<file path="src/rtl/mdu_ctrl_if.sv">
// Handshake and result bus between the EX stage (master) and the HI/LO
// multiply-divide controller (slave).
`timescale 1ns/1ps
interface mdu_ctrl_if;
  logic        Start;
  logic [5:0]  Funct;
  logic [31:0] Rdata1;
  logic [31:0] Rdata2;
  logic        Busy;
  logic        Done;
  logic        Stall;
  logic [31:0] Hi;
  logic [31:0] Lo;
  logic [31:0] MfData;

  modport master (
    output Start, Funct, Rdata1, Rdata2,
    input  Busy, Done, Stall, Hi, Lo, MfData
  );

  modport slave (
    input  Start, Funct, Rdata1, Rdata2,
    output Busy, Done, Stall, Hi, Lo, MfData
  );
endinterface

</file>
<file path="src/rtl/mdu_ctrl.sv">
// Iterative HI/LO multiply/divide unit: 32-step shift-add multiply, 32-step
// restoring divide, one sign-fix cycle. Define MDU_SIGNED_EN for signed MULT/DIV.
`timescale 1ns/1ps
module mdu_ctrl (
  input  logic       CLK,
  input  logic       RST,
  mdu_ctrl_if.slave  bus
);

  localparam logic [5:0] F_MFHI  = 6'h10;
  localparam logic [5:0] F_MTHI  = 6'h11;
  localparam logic [5:0] F_MFLO  = 6'h12;
  localparam logic [5:0] F_MTLO  = 6'h13;
  localparam logic [5:0] F_MULT  = 6'h18;
  localparam logic [5:0] F_MULTU = 6'h19;
  localparam logic [5:0] F_DIV   = 6'h1A;
  localparam logic [5:0] F_DIVU  = 6'h1B;

  typedef enum logic [2:0] {IDLE, MUL, DIV, FIX, DONE} state_t;

  state_t      state_reg, state_next;
  logic [63:0] acc_reg, acc_next;
  logic [31:0] opb_reg, opb_next;
  logic [5:0]  cnt_reg, cnt_next;
  logic [31:0] hi_reg, hi_next;
  logic [31:0] lo_reg, lo_next;

  logic        funct_valid;
  logic        busy;
  logic        accept;
  logic [31:0] a_mag;
  logic [31:0] b_mag;
  logic [32:0] mul_sum;
  logic [63:0] mul_step;
  logic [64:0] div_shift;
  logic [32:0] div_trial;
  logic [63:0] div_step;
  logic [31:0] fix_hi;
  logic [31:0] fix_lo;

  assign funct_valid = (bus.Funct == F_MFHI) || (bus.Funct == F_MTHI) ||
                       (bus.Funct == F_MFLO) || (bus.Funct == F_MTLO) ||
                       (bus.Funct == F_MULT) || (bus.Funct == F_MULTU) ||
                       (bus.Funct == F_DIV)  || (bus.Funct == F_DIVU);

  assign busy   = (state_reg == MUL) || (state_reg == DIV) || (state_reg == FIX);
  assign accept = bus.Start && funct_valid && ((state_reg == IDLE) || (state_reg == DONE));

`ifdef MDU_SIGNED_EN
  logic res_neg_reg, res_neg_next;
  logic rem_neg_reg, rem_neg_next;
  logic op_div_reg, op_div_next;
  logic signed_op;
  logic a_neg;
  logic b_neg;
  logic [63:0] prod_fix;
  logic [31:0] quot_fix;
  logic [31:0] rem_fix;

  assign signed_op = (bus.Funct == F_MULT) || (bus.Funct == F_DIV);
  assign a_neg     = signed_op && bus.Rdata1[31];
  assign b_neg     = signed_op && bus.Rdata2[31];
  assign a_mag     = a_neg ? (~bus.Rdata1 + 32'd1) : bus.Rdata1;
  assign b_mag     = b_neg ? (~bus.Rdata2 + 32'd1) : bus.Rdata2;

  // Product/quotient take the XOR of operand signs, remainder follows the dividend.
  assign prod_fix = res_neg_reg ? (~acc_reg + 64'd1) : acc_reg;
  assign quot_fix = res_neg_reg ? (~acc_reg[31:0] + 32'd1) : acc_reg[31:0];
  assign rem_fix  = rem_neg_reg ? (~acc_reg[63:32] + 32'd1) : acc_reg[63:32];
  assign fix_hi   = op_div_reg ? rem_fix  : prod_fix[63:32];
  assign fix_lo   = op_div_reg ? quot_fix : prod_fix[31:0];
`else
  assign a_mag  = bus.Rdata1;
  assign b_mag  = bus.Rdata2;
  assign fix_hi = acc_reg[63:32];
  assign fix_lo = acc_reg[31:0];
`endif

  // Multiply: acc holds {partial product, remaining multiplier bits}.
  assign mul_sum  = {1'b0, acc_reg[63:32]} + (acc_reg[0] ? {1'b0, opb_reg} : 33'd0);
  assign mul_step = {mul_sum, acc_reg[31:1]};

  // Divide: acc holds {partial remainder, dividend/quotient bits}.
  assign div_shift = {acc_reg, 1'b0};
  assign div_trial = div_shift[64:32] - {1'b0, opb_reg};
  assign div_step  = div_trial[32] ? div_shift[63:0]
                                   : {div_trial[31:0], div_shift[31:1], 1'b1};

  always_ff @(posedge CLK) begin
    if (RST) begin
      state_reg   <= IDLE;
      acc_reg     <= 64'd0;
      opb_reg     <= 32'd0;
      cnt_reg     <= 6'd0;
      hi_reg      <= 32'd0;
      lo_reg      <= 32'd0;
`ifdef MDU_SIGNED_EN
      res_neg_reg <= 1'b0;
      rem_neg_reg <= 1'b0;
      op_div_reg  <= 1'b0;
`endif
    end else begin
      state_reg   <= state_next;
      acc_reg     <= acc_next;
      opb_reg     <= opb_next;
      cnt_reg     <= cnt_next;
      hi_reg      <= hi_next;
      lo_reg      <= lo_next;
`ifdef MDU_SIGNED_EN
      res_neg_reg <= res_neg_next;
      rem_neg_reg <= rem_neg_next;
      op_div_reg  <= op_div_next;
`endif
    end
  end

  always_comb begin
    state_next = state_reg;
    acc_next   = acc_reg;
    opb_next   = opb_reg;
    cnt_next   = cnt_reg;
    hi_next    = hi_reg;
    lo_next    = lo_reg;
`ifdef MDU_SIGNED_EN
    res_neg_next = res_neg_reg;
    rem_neg_next = rem_neg_reg;
    op_div_next  = op_div_reg;
`endif

    case (state_reg)
      MUL: begin
        acc_next = mul_step;
        cnt_next = cnt_reg + 6'd1;
        if (cnt_reg == 6'd31) state_next = FIX;
      end
      DIV: begin
        acc_next = div_step;
        cnt_next = cnt_reg + 6'd1;
        if (cnt_reg == 6'd31) state_next = FIX;
      end
      FIX: begin
        hi_next    = fix_hi;
        lo_next    = fix_lo;
        state_next = DONE;
      end
      DONE:    state_next = IDLE;
      default: state_next = state_reg;
    endcase

    // A new instruction is taken in IDLE or DONE; it overrides DONE -> IDLE.
    if (accept) begin
      case (bus.Funct)
        F_MTHI: hi_next = bus.Rdata2;
        F_MTLO: lo_next = bus.Rdata2;
        F_MULT, F_MULTU: begin
          opb_next   = a_mag;
          acc_next   = {32'd0, b_mag};
          cnt_next   = 6'd0;
          state_next = MUL;
`ifdef MDU_SIGNED_EN
          res_neg_next = a_neg ^ b_neg;
          rem_neg_next = 1'b0;
          op_div_next  = 1'b0;
`endif
        end
        F_DIV, F_DIVU: begin
          cnt_next = 6'd0;
          if (bus.Rdata2 == 32'd0) begin
            // Divide by zero skips iteration; FIX writes the raw dividend.
            acc_next   = {bus.Rdata1, 32'hFFFF_FFFF};
            state_next = FIX;
`ifdef MDU_SIGNED_EN
            res_neg_next = 1'b0;
            rem_neg_next = 1'b0;
            op_div_next  = 1'b1;
`endif
          end else begin
            opb_next   = b_mag;
            acc_next   = {32'd0, a_mag};
            state_next = DIV;
`ifdef MDU_SIGNED_EN
            res_neg_next = a_neg ^ b_neg;
            rem_neg_next = a_neg;
            op_div_next  = 1'b1;
`endif
          end
        end
        default: state_next = (state_reg == DONE) ? IDLE : state_reg;
      endcase
    end
  end

  assign bus.Busy   = busy;
  assign bus.Done   = (state_reg == DONE);
  assign bus.Stall  = bus.Start && funct_valid && busy;
  assign bus.Hi     = hi_reg;
  assign bus.Lo     = lo_reg;
  assign bus.MfData = (bus.Funct == F_MFHI) ? hi_reg : lo_reg;

endmodule

</file>
<file path="src/flat_wrapper.sv">
// flat-port wrapper written by rule: the top's interface ports become plain ports
module mdu_ctrl_flat 
  (CLK, RST, bus_Start, bus_Funct, bus_Rdata1, bus_Rdata2, bus_Busy, bus_Done, bus_Stall, bus_Hi, bus_Lo, bus_MfData);
  mdu_ctrl_if bus_i ();
  input  logic CLK;
  input  logic RST;
  input wire logic [$bits(bus_i.Start)-1:0] bus_Start;
  input wire logic [$bits(bus_i.Funct)-1:0] bus_Funct;
  input wire logic [$bits(bus_i.Rdata1)-1:0] bus_Rdata1;
  input wire logic [$bits(bus_i.Rdata2)-1:0] bus_Rdata2;
  output wire logic [$bits(bus_i.Busy)-1:0] bus_Busy;
  output wire logic [$bits(bus_i.Done)-1:0] bus_Done;
  output wire logic [$bits(bus_i.Stall)-1:0] bus_Stall;
  output wire logic [$bits(bus_i.Hi)-1:0] bus_Hi;
  output wire logic [$bits(bus_i.Lo)-1:0] bus_Lo;
  output wire logic [$bits(bus_i.MfData)-1:0] bus_MfData;
  assign bus_i.Start = bus_Start;
  assign bus_i.Funct = bus_Funct;
  assign bus_i.Rdata1 = bus_Rdata1;
  assign bus_i.Rdata2 = bus_Rdata2;
  assign bus_Busy = bus_i.Busy;
  assign bus_Done = bus_i.Done;
  assign bus_Stall = bus_i.Stall;
  assign bus_Hi = bus_i.Hi;
  assign bus_Lo = bus_i.Lo;
  assign bus_MfData = bus_i.MfData;
  mdu_ctrl u_core (.CLK(CLK), .RST(RST), .bus(bus_i));
endmodule
</file>
<file path="config.mk">
export PLATFORM = sky130hd
export DESIGN_NAME = mdu_ctrl_flat
export DESIGN_NICKNAME = d
export VERILOG_FILES = /design/src/rtl/mdu_ctrl_if.sv /design/src/rtl/mdu_ctrl.sv /design/src/flat_wrapper.sv
export SDC_FILE = /design/constraint.sdc
export NUM_CORES = 1
export LEC_CHECK = 0
export ABC_AREA = 1
export CAP_MARGIN = 20
export CORE_MARGIN = 2
export CORE_UTILIZATION = 35
export DETAILED_ROUTE_END_ITERATION = 10
export PLACE_DENSITY_LB_ADDON = 0.05
export SLEW_MARGIN = 20
export SYNTH_ARGS = -nofsm -noshare
export SYNTH_HDL_FRONTEND = slang
export SYNTH_SLANG_ARGS = --single-unit
</file>
<file path="constraint.sdc">
create_clock -name CLK -period 3.2 [get_ports CLK]
set_input_delay 0.32 -clock CLK [delete_from_list [all_inputs] [get_ports CLK]]
set_output_delay 0.32 -clock CLK [all_outputs]
set_load 0.1 [all_outputs]
</file>
==> flow_metrics.py <==
# Synthesis and PnR figures
metrics = {
    "floorplan": {
        "ios": 172,
        "rows": 72,
        "fp.coreArea_sq_um": 38650,
        "die_x_um": 201.7,
    },
    "worst_setup_path": {
        "timing.rr.end": "u_core.acc_reg[48]$_SDFF_PP0_",
        "worstPathArrival_ps": 3210,
        "path_cells": "buf_4, nand2_1, inv_1, ha_1, nand2_1, nor2_1, inv_1, nor3_1, nand4_1, nand3_1, a21oi_1, o21ai_0, nand3_1, nand2_1, o31ai_2",
        "reg2reg_from": "u_core.acc_reg[0]$_SDFF_PP0_",
        "worst-path-max-fanout": 25,
        "crit_slowest_cell": "nor3_1",
    },
    "routing": {
        "drc": 0,
        "ant_nets": 0,
        "m1WireLength_um": 30610,
    },
    "cells_and_area": {
        "drive_gt1_share_pct": 8.435,
        "nNonClkBuffers": 242,
        "seq_area_sq_um": 3383,
        "utilization_pct": 44.13,
        "nNonClkInverters": 338,
        "largest_reg_flops": 64,
        "comb_share_pct": 50.06,
        "sh_seq_area_pct": 19.84,
    },
    "power_and_ir_drop": {
        "leakagePower_uw": 0.007847,
        "p_int_uw": 3461,
        "power_uw": 4777,
        "comb-power_uw": 522,
        "p_sw_uw": 1316,
    },
    "run_status": {
        "status": "finished, final reports clean",
    },
    "final_timing": {
        "worstMarginPinSlew_ps": 1043,
        "layout_min_cycle_time_ps": 2874,
        "rsz0062_at_grt": "false",
        "period_used_pct": 89.82,
    },
    "global_route": {
        "grt_use_met1_pct": 45.64,
        "grt_overflow": 0,
        "grtUsageTotal_pct": 30.03,
    },
    "yosys": {
        "yosys_area_sq_um": 13680,
        "yosysUniqueCellTypes": 53,
        "fa_ha_area_share_pct": 6.237,
        "synth_top_area_share_pct": 24.73,
        "most_common_cell": "nand2_1",
        "async_flop_share_pct": 0,
        "syn-cell-area_sq_um": 13680,
    },
    "place": {
        "gp_congestion": 0.9558,
        "io_buffers": 171,
    },
    "hold_path": {
        "min_from": "u_core.cnt_reg[4]$_SDFF_PP0_",
        "min_to": "u_core.cnt_reg[4]$_SDFF_PP0_",
        "hp-class": "flop to flop",
    },
    "cts": {
        "numCtsBuffers": 17,
        "clock.latency.late_pin_ps": 450,
    },
}
met2.png
Cells faint in the background.
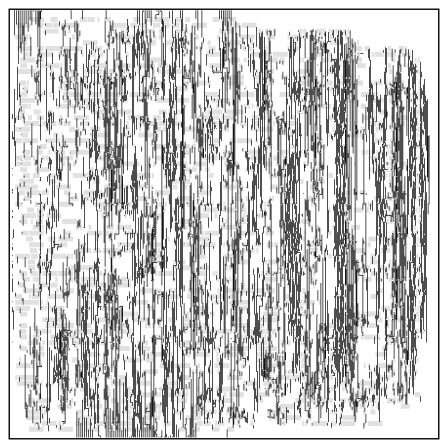
main direction = vertical
nets with wire on the layer = 1908
longest straight run = 108 um
share of all routed wire = 41%
wire length on this layer = 25.4 mm

registers.png
Other sequential cells in the stronger grey, the rest of the logic in the fainter grey.
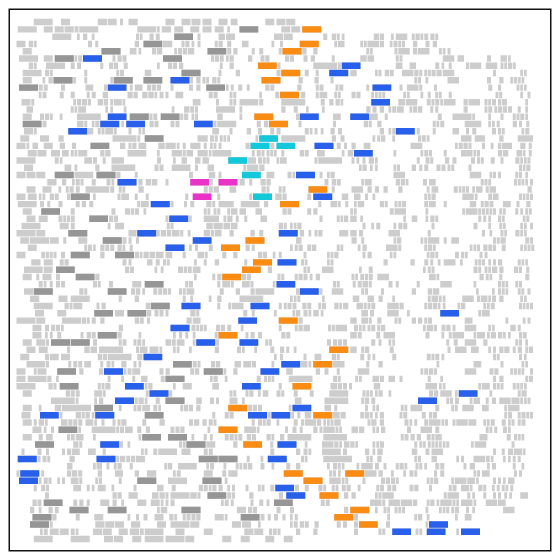
u_core.cnt_reg -> cyan  # flops 6, where north
u_core.state_reg -> magenta  # flops 3
u_core.opb_reg -> orange  # flops 32, where a vertical strip down the middle
u_core.acc_reg -> blue  # flops 64
not coloured = 64

